==> config.mk <==
export PLATFORM = sky130hd
export DESIGN_NAME = clk_cfg_seq
export DESIGN_NICKNAME = d
export VERILOG_FILES = /design/src/rtl/clk_cfg_pkg.sv /design/src/rtl/clk_cfg_seq_sync2.sv /design/src/rtl/clk_cfg_seq.sv
export SDC_FILE = /design/constraint.sdc
export NUM_CORES = 1
export LEC_CHECK = 0
export CAP_MARGIN = 40
export CORE_UTILIZATION = 50
export DETAILED_ROUTE_END_ITERATION = 8
export GPL_TIMING_DRIVEN = 0
export HOLD_SLACK_MARGIN = 0.12
export PLACE_DENSITY = 0.77
export SYNTH_ARGS = -nofsm -noshare
export SYNTH_HDL_FRONTEND = slang
export SYNTH_SLANG_ARGS = --single-unit
==> constraint.sdc <==
create_clock -name clk -period 2.26 [get_ports clk]
set_clock_uncertainty 0.2 [all_clocks]
set_input_delay 0.565 -clock clk [delete_from_list [all_inputs] [get_ports clk]]
set_output_delay 0.565 -clock clk [all_outputs]
set_load 0.005 [all_outputs]
Fig. 1: run 1, I/O pins on the die edge
(8 px per µm) Pins as bars across the die edge, other pins in grey.
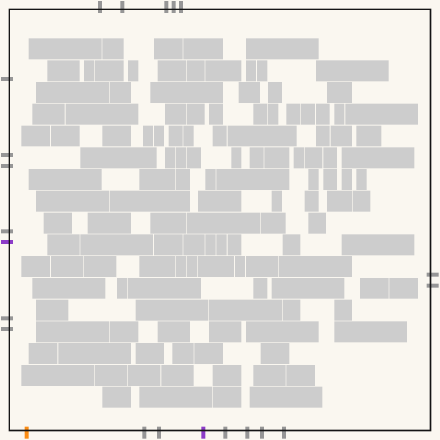
[purple] req_rosc | pins: 2 | direction: input | edge: 1 bottom, 1 left
[orange] xclk_fail | pins: 1 | direction: input | edge: bottom
IO Port Bufs: 19
vertical extent of the die: 52.47 µm

Fig. 2: run 1, the clock network
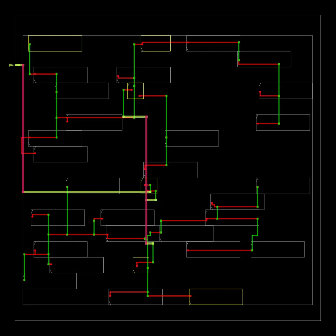
clock-net power: 0.000251 W
Layout clock buffers: 4
Clock Sink Count: 28
clock insertion delay at the later pin of the skew report: 0.34 ns

Fig. 3: run 1, signal wires on met3
(10 px per µm)
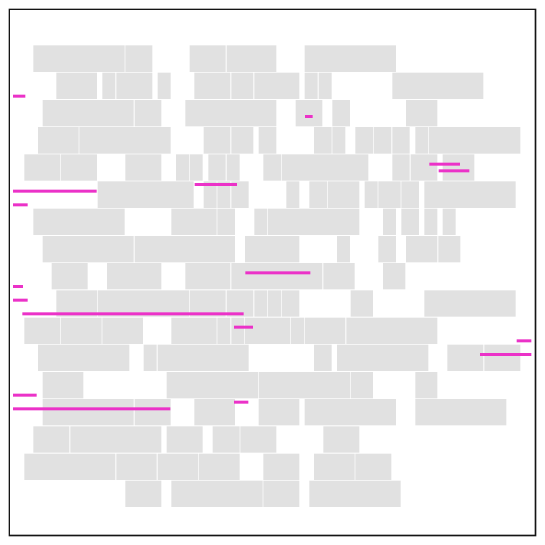
main direction: horizontal
wire length on this layer: 75.9 µm
share of all routed wire: 3.3%
nets with wire on the layer: 13
longest straight run: 21.8 µm
wire length after detailed routing: 2297 µm
met3 Resource Use GR: 0.04638

==> Implementation_results.wiki, run 1 <==
== Flow metrics ==
{| class="wikitable"
! Metric !! Value
|-
| Result of the run || finished, final reports clean
|-
| Max-Cap Viols || 0
|-
| Final routed DRC violation total || 0
|-
| Final Cell Area || 0.001563 mm²
|-
| Req. time, crit path || 1.49 ns
|-
| Number of slew-limit violations in the final report || 0
|-
| Number of ordinary inverters in the final layout || 7
|-
| Data arrival time of the worst path || 1.43 ns
|-
| # hold bufs at CTS || 0
|-
| Ordered cell list for the critical path || clkdlybuf4s50_1
|-
| Final count of hold timing violations || 0
|-
| Core utilization at floorplan || 0.5545
|-
| Met1 demand-to-capacity share in global routing || 0.2538
|-
| Layout overhead on the synthesized area || 22.69%
|-
| Router iterations before antenna repair || 4
|-
| Final cell count without fillers || 160
|-
| Family with the most delay on the worst path || flip-flops
|-
| Top class by area || sequential cells
|-
| Sw frac || 0.3455
|-
| Global router's overall resource usage || 0.2059
|-
| RePlAce Congestion || 0.8282
|-
| Warning count from the yosys run || 0
|-
| Number of warnings in the stage logs || 30
|-
| Met2 layer usage reported by global route || 0.3354
|-
| Cell taking the most area after synthesis || sky130_fd_sc_hd__dfrtp_1
|-
| Main power-consuming group || combinational logic
|-
| Core outline area || 0.002297 mm²
|-
| Power drawn by the sequential cells || 0.000874 W
|-
| Count of routing violations after the opening detailed-route iteration || 4
|-
| Nature of the critical path startpoint || flop
|-
| Cell Rows || 17
|-
| Post-synth design cell area || 0.001274 mm²
|-
| Postcts setup bufs || 0
|-
| Prevailing logic family in the synthesized netlist || simple AND/OR/NAND/NOR gates
|-
| Sequential area share after synthesis || 0.5511
|-
| Area fraction in compound gates after synthesis || 0.1090
|-
| Wire length on met2 || 1111 µm
|-
| Hold depth || 1
|-
| Time the worst path needs with I/O delays and setup || 2.195 ns
|-
| Resized Gates After CTS || 0
|-
| Count of instantiated cells in the yosys netlist || 108
|-
| Total number of H-tree levels || 1
|-
| Min setup slack post-route || 0.06507 ns
|-
| Setup slack on the worst flop-to-flop path || 0.27 ns
|-
| Clock network fraction of total power || 0.123
|-
| Path depth of the worst reg2reg path || 6
|-
| Mux share of post-synthesis cell area || 0.1267
|-
| Routed met3 length || 75 µm
|-
| Sequential group share of total power || 0.428
|-
| Remaining number of nets flagged by the antenna check after routing || 0
|-
| Async SR Flop Fraction || 1.000
|-
| Number of different library cells in the post-synthesis netlist || 33
|-
| Tap cells || 28
|-
| Chip area from the yosys synthesis statistics || 0.001274 mm²
|-
| Metal-1 WL || 1050 µm
|-
| Internal Dissipation || 0.001336 W
|-
| Peak supply drop || 845.3 µV
|-
| Half-perimeter wire length after detailed placement || 1694 µm
|-
| Wire length of the first global-routing pass || 4057 µm
|}
==> inputs of run 2 (changes only) <==
CTS_CLUSTER_SIZE = 20   (was default)
SYNTH_HIERARCHICAL = 1   (was default)
Fig. 4: run 2, placed cells, one colour a class
(12 px per µm)
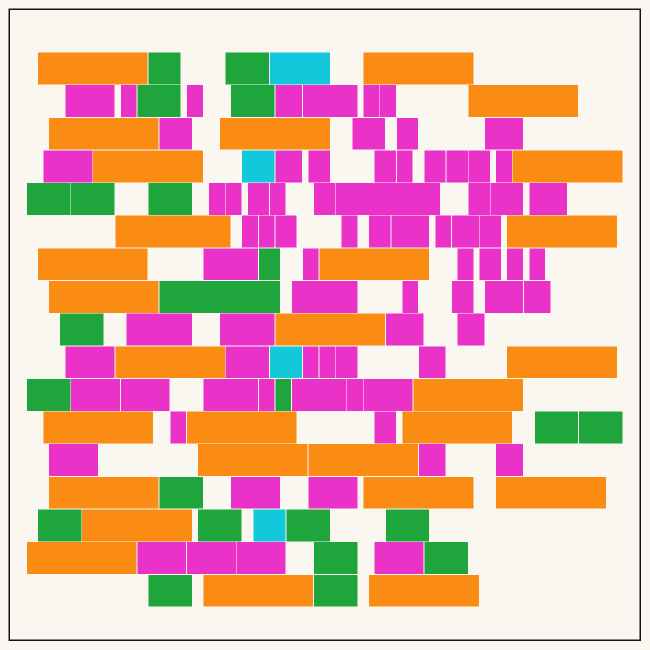
[green] remaining buffers and delay cells | cells: 23
[cyan] clock drivers and dummy loads | cells: 4
[orange] sequential cells | cells: 28
[magenta] combinational and other logic | cells: 77
Cell Rows: 17
fin util: 0.6803

Fig. 5: run 2, the clock network
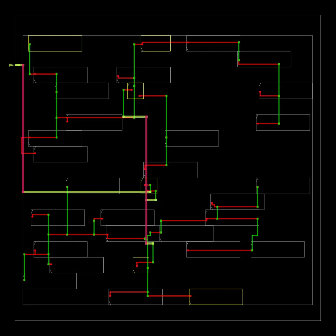
final sequential cell count: 28
CTS Buf Count: 3

Fig. 6: run 2, routed metal per tile
(6 px per µm) The die is cut into 10 by 10 equal tiles; dark purple is low, yellow is high, scaled to the fullest tile. Values are wire area over tile area, all layers added.
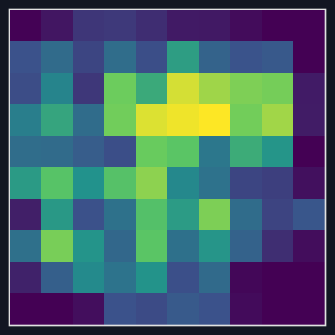
emptiest ninth of the die: bottom right
fullest tile: 0.36
densest ninth of the die: middle
routed via count: 874
average wire per standard cell: 14.36 µm
global router's overall resource usage: 0.2059

==> Implementation_results.wiki, run 2 <==
== Flow metrics ==
{| class="wikitable"
! Metric !! Value
|-
| Met1 demand-to-capacity share in global routing || 0.2538 (unchanged)
|-
| Clock insertion delay at the later pin of the skew report || 0.34 ns (about the same)
|-
| Number of warnings in the stage logs || 30 (unchanged)
|-
| Final routed DRC violation total || 0 (unchanged)
|-
| Number of ordinary inverters in the final layout || 7 (unchanged)
|-
| Count of instantiated cells in the yosys netlist || 108 (unchanged)
|-
| Resized Gates After CTS || 0 (unchanged)
|-
| Final count of hold timing violations || 0 (unchanged)
|-
| Layout overhead on the synthesized area || 22.69% (unchanged)
|-
| Wire length after detailed routing || 2297 µm (unchanged)
|-
| Number of slew-limit violations in the final report || 0 (unchanged)
|-
| Metal-1 WL || 1050 µm (unchanged)
|-
| Mux share of post-synthesis cell area || 0.1267 (unchanged)
|-
| Post-synth design cell area || 0.001274 mm² (unchanged)
|-
| Path depth of the worst reg2reg path || 6 (unchanged)
|-
| Peak supply drop || 845.3 µV (unchanged)
|-
| Final cell count without fillers || 160 (unchanged)
|-
| Core utilization at floorplan || 0.5545 (unchanged)
|-
| Async SR Flop Fraction || 1.000 (unchanged)
|-
| Clock Sink Count || 28 (unchanged)
|-
| Family with the most delay on the worst path || flip-flops
|-
| Wire length of the first global-routing pass || 4057 µm (unchanged)
|-
| Sequential group share of total power || 0.428 (about the same)
|-
| # hold bufs at CTS || 0 (unchanged)
|-
| Postcts setup bufs || 0 (unchanged)
|-
| Power drawn by the sequential cells || 0.000874 W (about the same)
|-
| Warning count from the yosys run || 6 (+6)
|-
| Setup slack on the worst flop-to-flop path || 0.27 ns (about the same)
|-
| Core outline area || 0.002297 mm² (unchanged)
|-
| Met2 layer usage reported by global route || 0.3354 (unchanged)
|-
| Clock network fraction of total power || 0.123 (about the same)
|-
| Count of routing violations after the opening detailed-route iteration || 4 (unchanged)
|-
| Half-perimeter wire length after detailed placement || 1694 µm (unchanged)
|-
| Nature of the critical path startpoint || flop
|-
| Result of the run || finished, final reports clean
|-
| Final Cell Area || 0.001563 mm² (unchanged)
|-
| Number of different library cells in the post-synthesis netlist || 33 (unchanged)
|-
| Area fraction in compound gates after synthesis || 0.1090 (unchanged)
|}
Power is estimated from default activity; no workload was simulated.
